### M1 wires, run 1

Supply wires on this layer in grey.
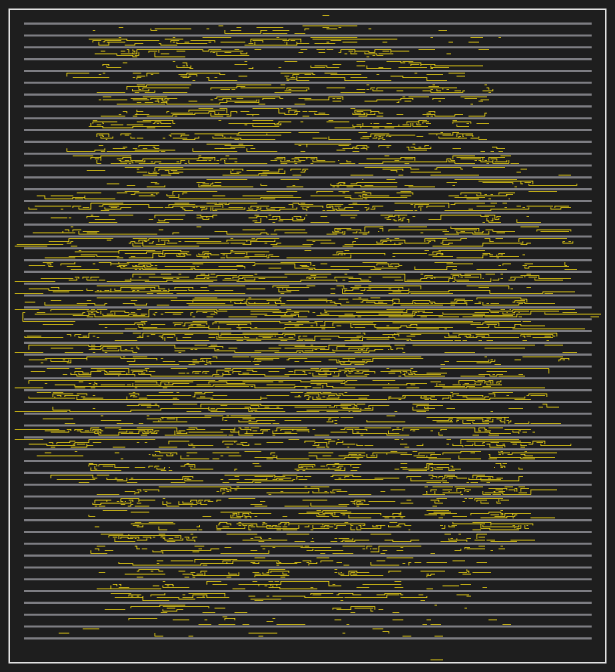
### Routed metal, one colour a layer, run 1

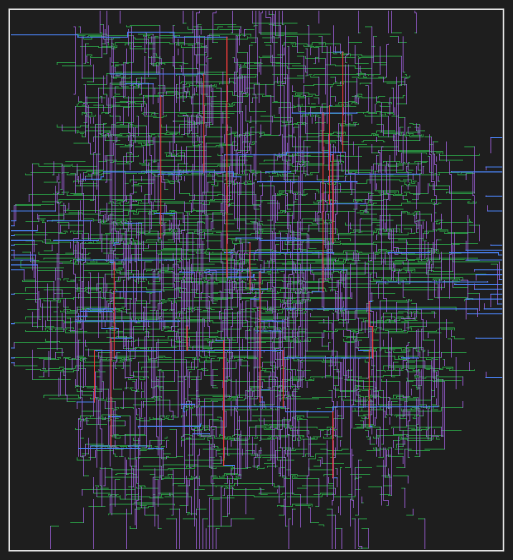
### Placed cells, one colour a class, run 1

The bar under the picture is 50 um long. Fill, decap, tap and diode cells in grey.
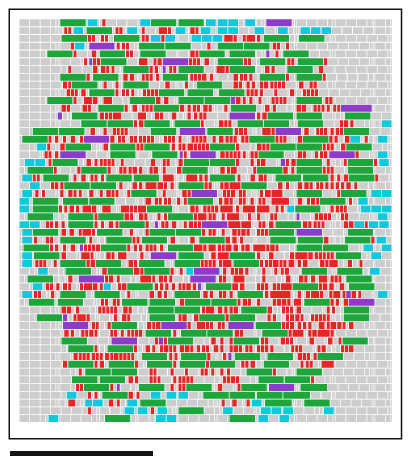
<file path="src/rtl/count_reader_pkg.sv">
// count_reader_pkg: shared types and constants for the count bus reader.
//   state_e      - reader FSM states
//   NUM_BYTES    - byte positions on the meter bus (fx bytes then fbase bytes)
//   IDX_FX_BASE  - first select index carrying an fx byte
//   IDX_FB_BASE  - first select index carrying an fbase byte
package count_reader_pkg;

    typedef enum logic [2:0] {
        StIdle,
        StHold,
        StPassA,
        StPassB,
        StCheck,
        StDone,
        StFail
    } state_e;

    localparam int unsigned NUM_BYTES   = 8;
    localparam int unsigned IDX_FX_BASE = 0;
    localparam int unsigned IDX_FB_BASE = 4;
    localparam int unsigned BYTE_W      = 8;
    localparam int unsigned SHADOW_W    = NUM_BYTES * BYTE_W;

endpackage

</file>
<file path="src/rtl/count_reader_gate_sync.sv">
// gate_sync: brings the meter's gate into the sysclk domain and flags its falling edge.
//   sysclk   in  - clock
//   reset    in  - asynchronous, active-high
//   gate     in  - raw gate, asynchronous to sysclk
//   fall_det out - registered one-cycle pulse, 3 cycles after gate goes low
module gate_sync
    import count_reader_pkg::*;
(
    input  logic sysclk,
    input  logic reset,
    input  logic gate,
    output logic fall_det
);

    logic       sync1_q;
    logic       sync2_q;
    logic       prev_q;
    logic       fall_q;
    // Marks which pipeline stages hold a real post-reset sample. The reset-time 1s in the
    // synchronizer must not count as a real "high", or a gate held low through reset release
    // would look like a fall.
    logic [2:0] fill_q;

    always_ff @(posedge sysclk or posedge reset) begin
        if (reset) begin
            sync1_q <= 1'b1;
            sync2_q <= 1'b1;
            prev_q  <= 1'b1;
            fill_q  <= '0;
            fall_q  <= 1'b0;
        end else begin
            sync1_q <= gate;
            sync2_q <= sync1_q;
            prev_q  <= sync2_q;
            fill_q  <= {fill_q[1:0], 1'b1};
            fall_q  <= fill_q[2] & prev_q & ~sync2_q;
        end
    end

    assign fall_det = fall_q;

endmodule

</file>
<file path="src/rtl/count_reader.sv">
// count_reader: reads the meter's 8-byte count bus twice after each gate fall and publishes
// the fx/fbase pair only when both passes agree.
//   sysclk, reset       in  - clock, asynchronous active-high reset
//   gate                in  - meter gate (asynchronous)
//   data_in[7:0]        in  - byte selected by {sel0,sel1,sel2}
//   sel0, sel1, sel2    out - byte select code, sel0 is the MSB
//   fx_cnt, fbase_cnt   out - last accepted counts
//   valid               out - one-cycle pulse when the counts update
//   err                 out - one-cycle pulse when all retries mismatched
//   overrun             out - one-cycle pulse for a gate fall seen while not idle
//   busy                out - high from trigger until the DONE/FAIL cycle ends
module count_reader
    import count_reader_pkg::*;
#(
    parameter int unsigned SETTLE_CYCLES  = 4,  // legal 2..255
    parameter int unsigned HOLDOFF_CYCLES = 8,  // legal 1..255
    parameter int unsigned MAX_RETRY      = 3   // legal 0..7
) (
    input  logic        sysclk,
    input  logic        reset,
    input  logic        gate,
    input  logic [7:0]  data_in,
    output logic        sel0,
    output logic        sel1,
    output logic        sel2,
    output logic [31:0] fx_cnt,
    output logic [31:0] fbase_cnt,
    output logic        valid,
    output logic        err,
    output logic        overrun,
    output logic        busy
);

    localparam logic [7:0] SETTLE_LAST = 8'(SETTLE_CYCLES - 1);
    localparam logic [7:0] HOLD_LAST   = 8'(HOLDOFF_CYCLES - 1);
    localparam logic [2:0] RETRY_MAX   = 3'(MAX_RETRY);
    localparam logic [2:0] IDX_LAST    = 3'(NUM_BYTES - 1);

    state_e              state_q, state_d;
    logic [7:0]          cnt_q, cnt_d;
    logic [2:0]          idx_q, idx_d;
    logic [2:0]          retry_q, retry_d;
    logic [SHADOW_W-1:0] shad_a_q, shad_a_d;
    logic [SHADOW_W-1:0] shad_b_q, shad_b_d;
    logic [31:0]         fx_q, fx_d;
    logic [31:0]         fb_q, fb_d;
    logic                valid_q, valid_d;
    logic                err_q, err_d;
    logic                ov_q, ov_d;
    logic                busy_q, busy_d;
    logic                fall_det;
    logic                byte_done;

    gate_sync u_gate_sync (
        .sysclk   (sysclk),
        .reset    (reset),
        .gate     (gate),
        .fall_det (fall_det)
    );

    // Last settle cycle of the current select code: data_in is captured here.
    assign byte_done = (cnt_q == SETTLE_LAST);

    always_comb begin
        state_d  = state_q;
        cnt_d    = cnt_q;
        idx_d    = idx_q;
        retry_d  = retry_q;
        shad_a_d = shad_a_q;
        shad_b_d = shad_b_q;
        fx_d     = fx_q;
        fb_d     = fb_q;

        unique case (state_q)
            StIdle: begin
                if (fall_det) begin
                    state_d = StHold;
                    cnt_d   = '0;
                    retry_d = '0;
                end
            end
            StHold: begin
                if (cnt_q == HOLD_LAST) begin
                    state_d = StPassA;
                    cnt_d   = '0;
                    idx_d   = '0;
                end else begin
                    cnt_d = cnt_q + 8'd1;
                end
            end
            StPassA: begin
                if (byte_done) begin
                    shad_a_d[{idx_q, 3'b000} +: 8] = data_in;
                    cnt_d = '0;
                    idx_d = idx_q + 3'd1;  // wraps to 0 after the last byte
                    if (idx_q == IDX_LAST) begin
                        state_d = StPassB;
                    end
                end else begin
                    cnt_d = cnt_q + 8'd1;
                end
            end
            StPassB: begin
                if (byte_done) begin
                    shad_b_d[{idx_q, 3'b000} +: 8] = data_in;
                    cnt_d = '0;
                    idx_d = idx_q + 3'd1;
                    if (idx_q == IDX_LAST) begin
                        state_d = StCheck;
                    end
                end else begin
                    cnt_d = cnt_q + 8'd1;
                end
            end
            StCheck: begin
                if (shad_a_q == shad_b_q) begin
                    state_d = StDone;
                    // Load here so the new counts are visible in the same cycle as valid.
                    fx_d    = shad_a_q[IDX_FX_BASE*BYTE_W +: 32];
                    fb_d    = shad_a_q[IDX_FB_BASE*BYTE_W +: 32];
                end else if (retry_q < RETRY_MAX) begin
                    state_d = StPassA;
                    retry_d = retry_q + 3'd1;
                    cnt_d   = '0;
                    idx_d   = '0;
                end else begin
                    state_d = StFail;
                end
            end
            StDone:  state_d = StIdle;
            StFail:  state_d = StIdle;
            default: state_d = StIdle;
        endcase

        // Flags are registered from the next state so each lines up with its state cycle.
        valid_d = (state_d == StDone);
        err_d   = (state_d == StFail);
        busy_d  = (state_d != StIdle);
        ov_d    = fall_det && (state_q != StIdle);
    end

    always_ff @(posedge sysclk or posedge reset) begin
        if (reset) begin
            state_q  <= StIdle;
            cnt_q    <= '0;
            idx_q    <= '0;
            retry_q  <= '0;
            shad_a_q <= '0;
            shad_b_q <= '0;
            fx_q     <= '0;
            fb_q     <= '0;
            valid_q  <= 1'b0;
            err_q    <= 1'b0;
            ov_q     <= 1'b0;
            busy_q   <= 1'b0;
        end else begin
            state_q  <= state_d;
            cnt_q    <= cnt_d;
            idx_q    <= idx_d;
            retry_q  <= retry_d;
            shad_a_q <= shad_a_d;
            shad_b_q <= shad_b_d;
            fx_q     <= fx_d;
            fb_q     <= fb_d;
            valid_q  <= valid_d;
            err_q    <= err_d;
            ov_q     <= ov_d;
            busy_q   <= busy_d;
        end
    end

    // idx_q is 0 outside the read passes, so it doubles as the select register.
    assign {sel0, sel1, sel2} = idx_q;
    assign fx_cnt             = fx_q;
    assign fbase_cnt          = fb_q;
    assign valid              = valid_q;
    assign err                = err_q;
    assign overrun            = ov_q;
    assign busy               = busy_q;

endmodule

</file>
<file path="config.mk">
export PLATFORM = sky130hd
export DESIGN_NAME = count_reader
export DESIGN_NICKNAME = d
export VERILOG_FILES = /design/src/rtl/count_reader_pkg.sv /design/src/rtl/count_reader_gate_sync.sv /design/src/rtl/count_reader.sv
export SDC_FILE = /design/constraint.sdc
export NUM_CORES = 1
export LEC_CHECK = 0
export ABC_AREA = 1
export CAP_MARGIN = 20
export CORE_ASPECT_RATIO = 1.1
export CORE_MARGIN = 3
export CORE_UTILIZATION = 52
export CTS_BUF_LIST = sky130_fd_sc_hd__clkbuf_16
export DETAILED_ROUTE_END_ITERATION = 7
export GPL_ROUTABILITY_DRIVEN = 0
export PLACE_DENSITY = 0.76
export SYNTH_ARGS = -nofsm -noshare
export SYNTH_HDL_FRONTEND = slang
export SYNTH_SLANG_ARGS = --single-unit
export TNS_END_PERCENT = 5
</file>
<file path="constraint.sdc">
create_clock -name sysclk -period 6.8 [get_ports sysclk]
set_input_delay 1.36 -clock sysclk [delete_from_list [all_inputs] [get_ports sysclk]]
set_output_delay 1.36 -clock sysclk [all_outputs]
set_load 0.01 [all_outputs]
</file>
==> job_summary.md, run 1 <==
## Synthesis and layout report

| Metric | Value |
|---|---|
| Status | finished clean |
| Fin. Hold Viols | 0 |
| Gr ovfl total | 0 |
| Top cells by area | dfrtp_1 (55%), nand2_1 (17%), o21ai_0 (7.0%) |
| All-Layer GR Usage | 0.214 |
| Antenna violations before repair | 0 |
| Top cells by count | nand2_1 (446), dfrtp_1 (217), o21ai_0 (137) |
| Post-route setup slack | around 3.8 ns |
| CP required | 5.44 ns |
| Comb pwr | slightly below 500 uW |
| 1st-iter DRT viols | 527 |
| Worst rel slew slack | 0.346 |
| Final Skew | 0.00767 ns |
| Slew @ Worst Pin | 0.981 ns |
| Slowest cell on crit path | clkdlybuf4s50_1 |
| Number of detailed-route iterations in the first pass | 5 |
| Top cell excl fill/tap | nand2_1 |
| FF-to-FF setup slack | 4.29 ns |
| FILL cells | 1,598 |
| Post-CTS Setup Bufs | 0 |
| Compound Share, Synth | 0.0887 |
| Critical Path Stages | 1 |
| Met3 global-route usage | 0.0309 |
| First-pass GRT wire length | approximately 36,000 um |
| Min-Delay Endpoint | u_gate_sync.fill_q[2]$_DFF_PP0_ |
| Top cells excl fill/tap | nand2_1 (446), dfrtp_1 (217), o21ai_0 (137) |
| CTS tree | yes |
| Dpl hpwl | 14,500 um |
| Distinct lib cells | 29 |
| Top power group | registers |
| EDFF count, synth | 0 |
| Psw | 886 uW |
| Crit path kind | flop to primary output |
| P_clk | between 1000 and 1500 uW |
| Max incr delay on CP | 0.62 ns |
| Power Density | 269 mW/mm2 |
| Critical Path End Type | primary output |
| IO Count | about 82 |
Notes on 'M1 wires' above:
- wire length on this layer: 9,600 um
- longest straight run: 42.8 um
- nets with wire on the layer: 1,168
M1 GR Usage: 0.300
DR vias: 7,566
Total Wirelength: 21,200 um

Notes on 'Routed metal, one colour a layer' above:
- metal 2: purple (wire length 10,000 um)
- metal 3: blue (wire length 1,090 um)
- metal 1: green (wire length 9,600 um)
- metal 4: red (wire length 495 um)

Notes on 'Placed cells, one colour a class' above:
- remaining buffers and delay cells: cyan (cells 85; share of their area 7.6%)
- sequential cells: green (cells 220; share of their area 50%)
- clock drivers and dummy loads: purple (cells 40; share of their area 6.1%)
- combinational and other logic: red (cells 926; share of their area 37%)
fin util: 0.618
Core ar.: 0.0185 mm2
sequential share of cell area: 0.483

run 1: layout make-up:
class	instances	share of cell area
sequential	220	0.483
timing repair buffer	85	0.0737
clock inverter	17	0.00855
tap	243	0.0266
inverter	118	0.0391
multi-input combinational	808	0.319
clock buffer	23	0.0504
run 1: registers in the layout, summed over array words and instances, names as in the netlist:
name                  count
shad_a_q                 64
shad_b_q                 64
fbase_cnt                32
fx_cnt                   32
cnt_q                     8
idx_q                     3
retry_q                   3
state_q                   3
u_gate_sync.fill_q        3
busy                      1
err                       1
overrun                   1
u_gate_sync.fall_det      1
u_gate_sync.prev_q        1
u_gate_sync.sync1_q       1
u_gate_sync.sync2_q       1
valid                     1
run 1: routing by layer:
layer	routed length, um	vias up
met5	0	-
met4	495	0
met3	1090	37
met2	10000	170
met1	9600	3556
li1	-	3803
## Run 2: what changed since run 1
==> constraint.sdc (replaced) <==
create_clock -name sysclk -period 2.75 [get_ports sysclk]
set_input_delay 0.55 -clock sysclk [delete_from_list [all_inputs] [get_ports sysclk]]
set_output_delay 0.55 -clock sysclk [all_outputs]
set_load 0.01 [all_outputs]
==> job_summary.md, run 2 <==
## Synthesis and layout report

| Metric | Value |
|---|---|
| Met3 global-route usage | 0.0343 (was 0.0309) |
| Top cells by count | nand2_1 (446), dfrtp_1 (217), o21ai_0 (137) (unchanged) |
| M1 GR Usage | 0.307 (was 0.300) |
| Slowest cell on crit path | nor3_1 (was clkdlybuf4s50_1) |
| Number of detailed-route iterations in the first pass | 5 (unchanged) |
| Metal2 WL | 10,300 um (was 10,000 um) |
| Post-CTS Setup Bufs | 0 (unchanged) |
| DR vias | 7,640 (was 7,566) |
| Critical Path Stages | 8 (was 1) |
| Final Skew | 0.00818 ns (was 0.00767 ns) |
| CTS tree | yes (unchanged) |
| Core ar. | 0.0185 mm2 (unchanged) |
| Biggest regs | shad_a_q (64), shad_b_q (64) (unchanged) |
| Status | finished clean (unchanged) |
| Power Density | 672 mW/mm2 (was 269 mW/mm2) |
| First-pass GRT wire length | 36,600 um (was 35,700 um) |
| Total Wirelength | 21,600 um (was 21,200 um) |
| DRT met1 WL | 9720 um (was 9600 um) |
| CP required | 3.12 ns (was 5.44 ns) |
| Slew @ Worst Pin | 0.608 ns (was 0.981 ns) |
| All-Layer GR Usage | 0.220 (was 0.214) |
| Max incr delay on CP | 0.52 ns (was 0.62 ns) |
| Gr ovfl total | 0 (unchanged) |
| Dpl hpwl | 14,900 um (was 14,500 um) |
| FF-to-FF setup slack | 0.36 ns (was 4.29 ns) |
| Fin. Hold Viols | 0 (unchanged) |
| EDFF count, synth | 0 (unchanged) |
| Highest routed layer | met4 (unchanged) |
| Crit path kind | flop to flop (was flop to primary output) |
| Top cells by area | dfrtp_1 (55%), nand2_1 (17%), o21ai_0 (7.0%) (unchanged) |
| Fin util | 0.623 (was 0.618) |
==> run 2: netlist changes by cell type in the layout (fill, tap and decap cells not counted), sizes merged <==
cell,previous run,this run
buf,4,8
bufinv,1,2
clkinv,14,11
clkinvlp,1,4
inv,119,116
==> run 2: final cells by class <==
class	instances	area [um2]
flip-flops and latches	220	5510
clock buffers	23	576
well taps	243	304
multi-input cells	808	3640
clock inverters	15	125
repair buffers	89	908
fillers	1644	6970
inverters	118	447
==> run 2: kinds of logic (layout without fill, tap and decap cells) <==
group | Yosys count | in the layout | share of synthesized area
compound gates | 169 | 169 | 0.0887
xor+xnor | 22 | 22 | 0.0196
fa+ha+maj | 8 | 8 | 0.0102
buf+inv | 149 | 245 | 0.0678
flops | 220 | 220 | 0.562
other cells | 1 | 1 | 0.000382
simple gates | 608 | 608 | 0.252
### Cell placement, run 2

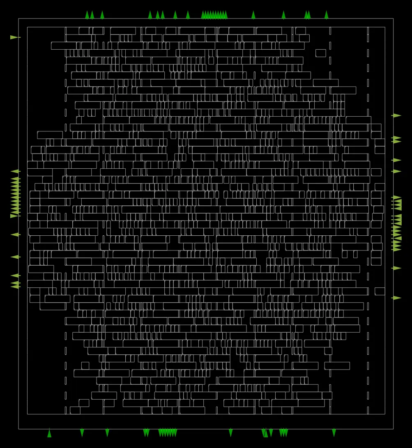
sequential share of cell area: 0.479
Finished Layout Cells: 1,516
FILL cells: 1,644

### Wiring heat map, run 2

The die is cut into 27 by 30 equal tiles; black is low, pale yellow is high, scaled to the fullest tile. Values are wire area over tile area, all layers added.
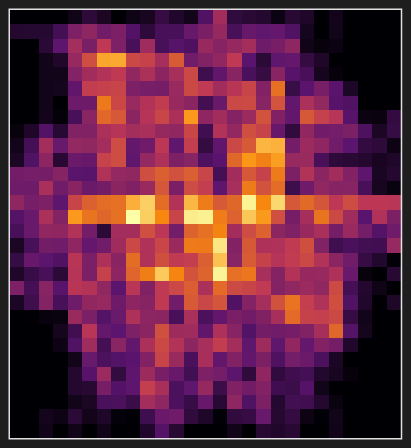
- emptiest ninth of the die: lower left
- nearly empty tiles: 16%
- tiles over half the peak: 19%
- fullest tile: 0.56
- densest ninth of the die: centre

Power and IR drop assume default switching activity.
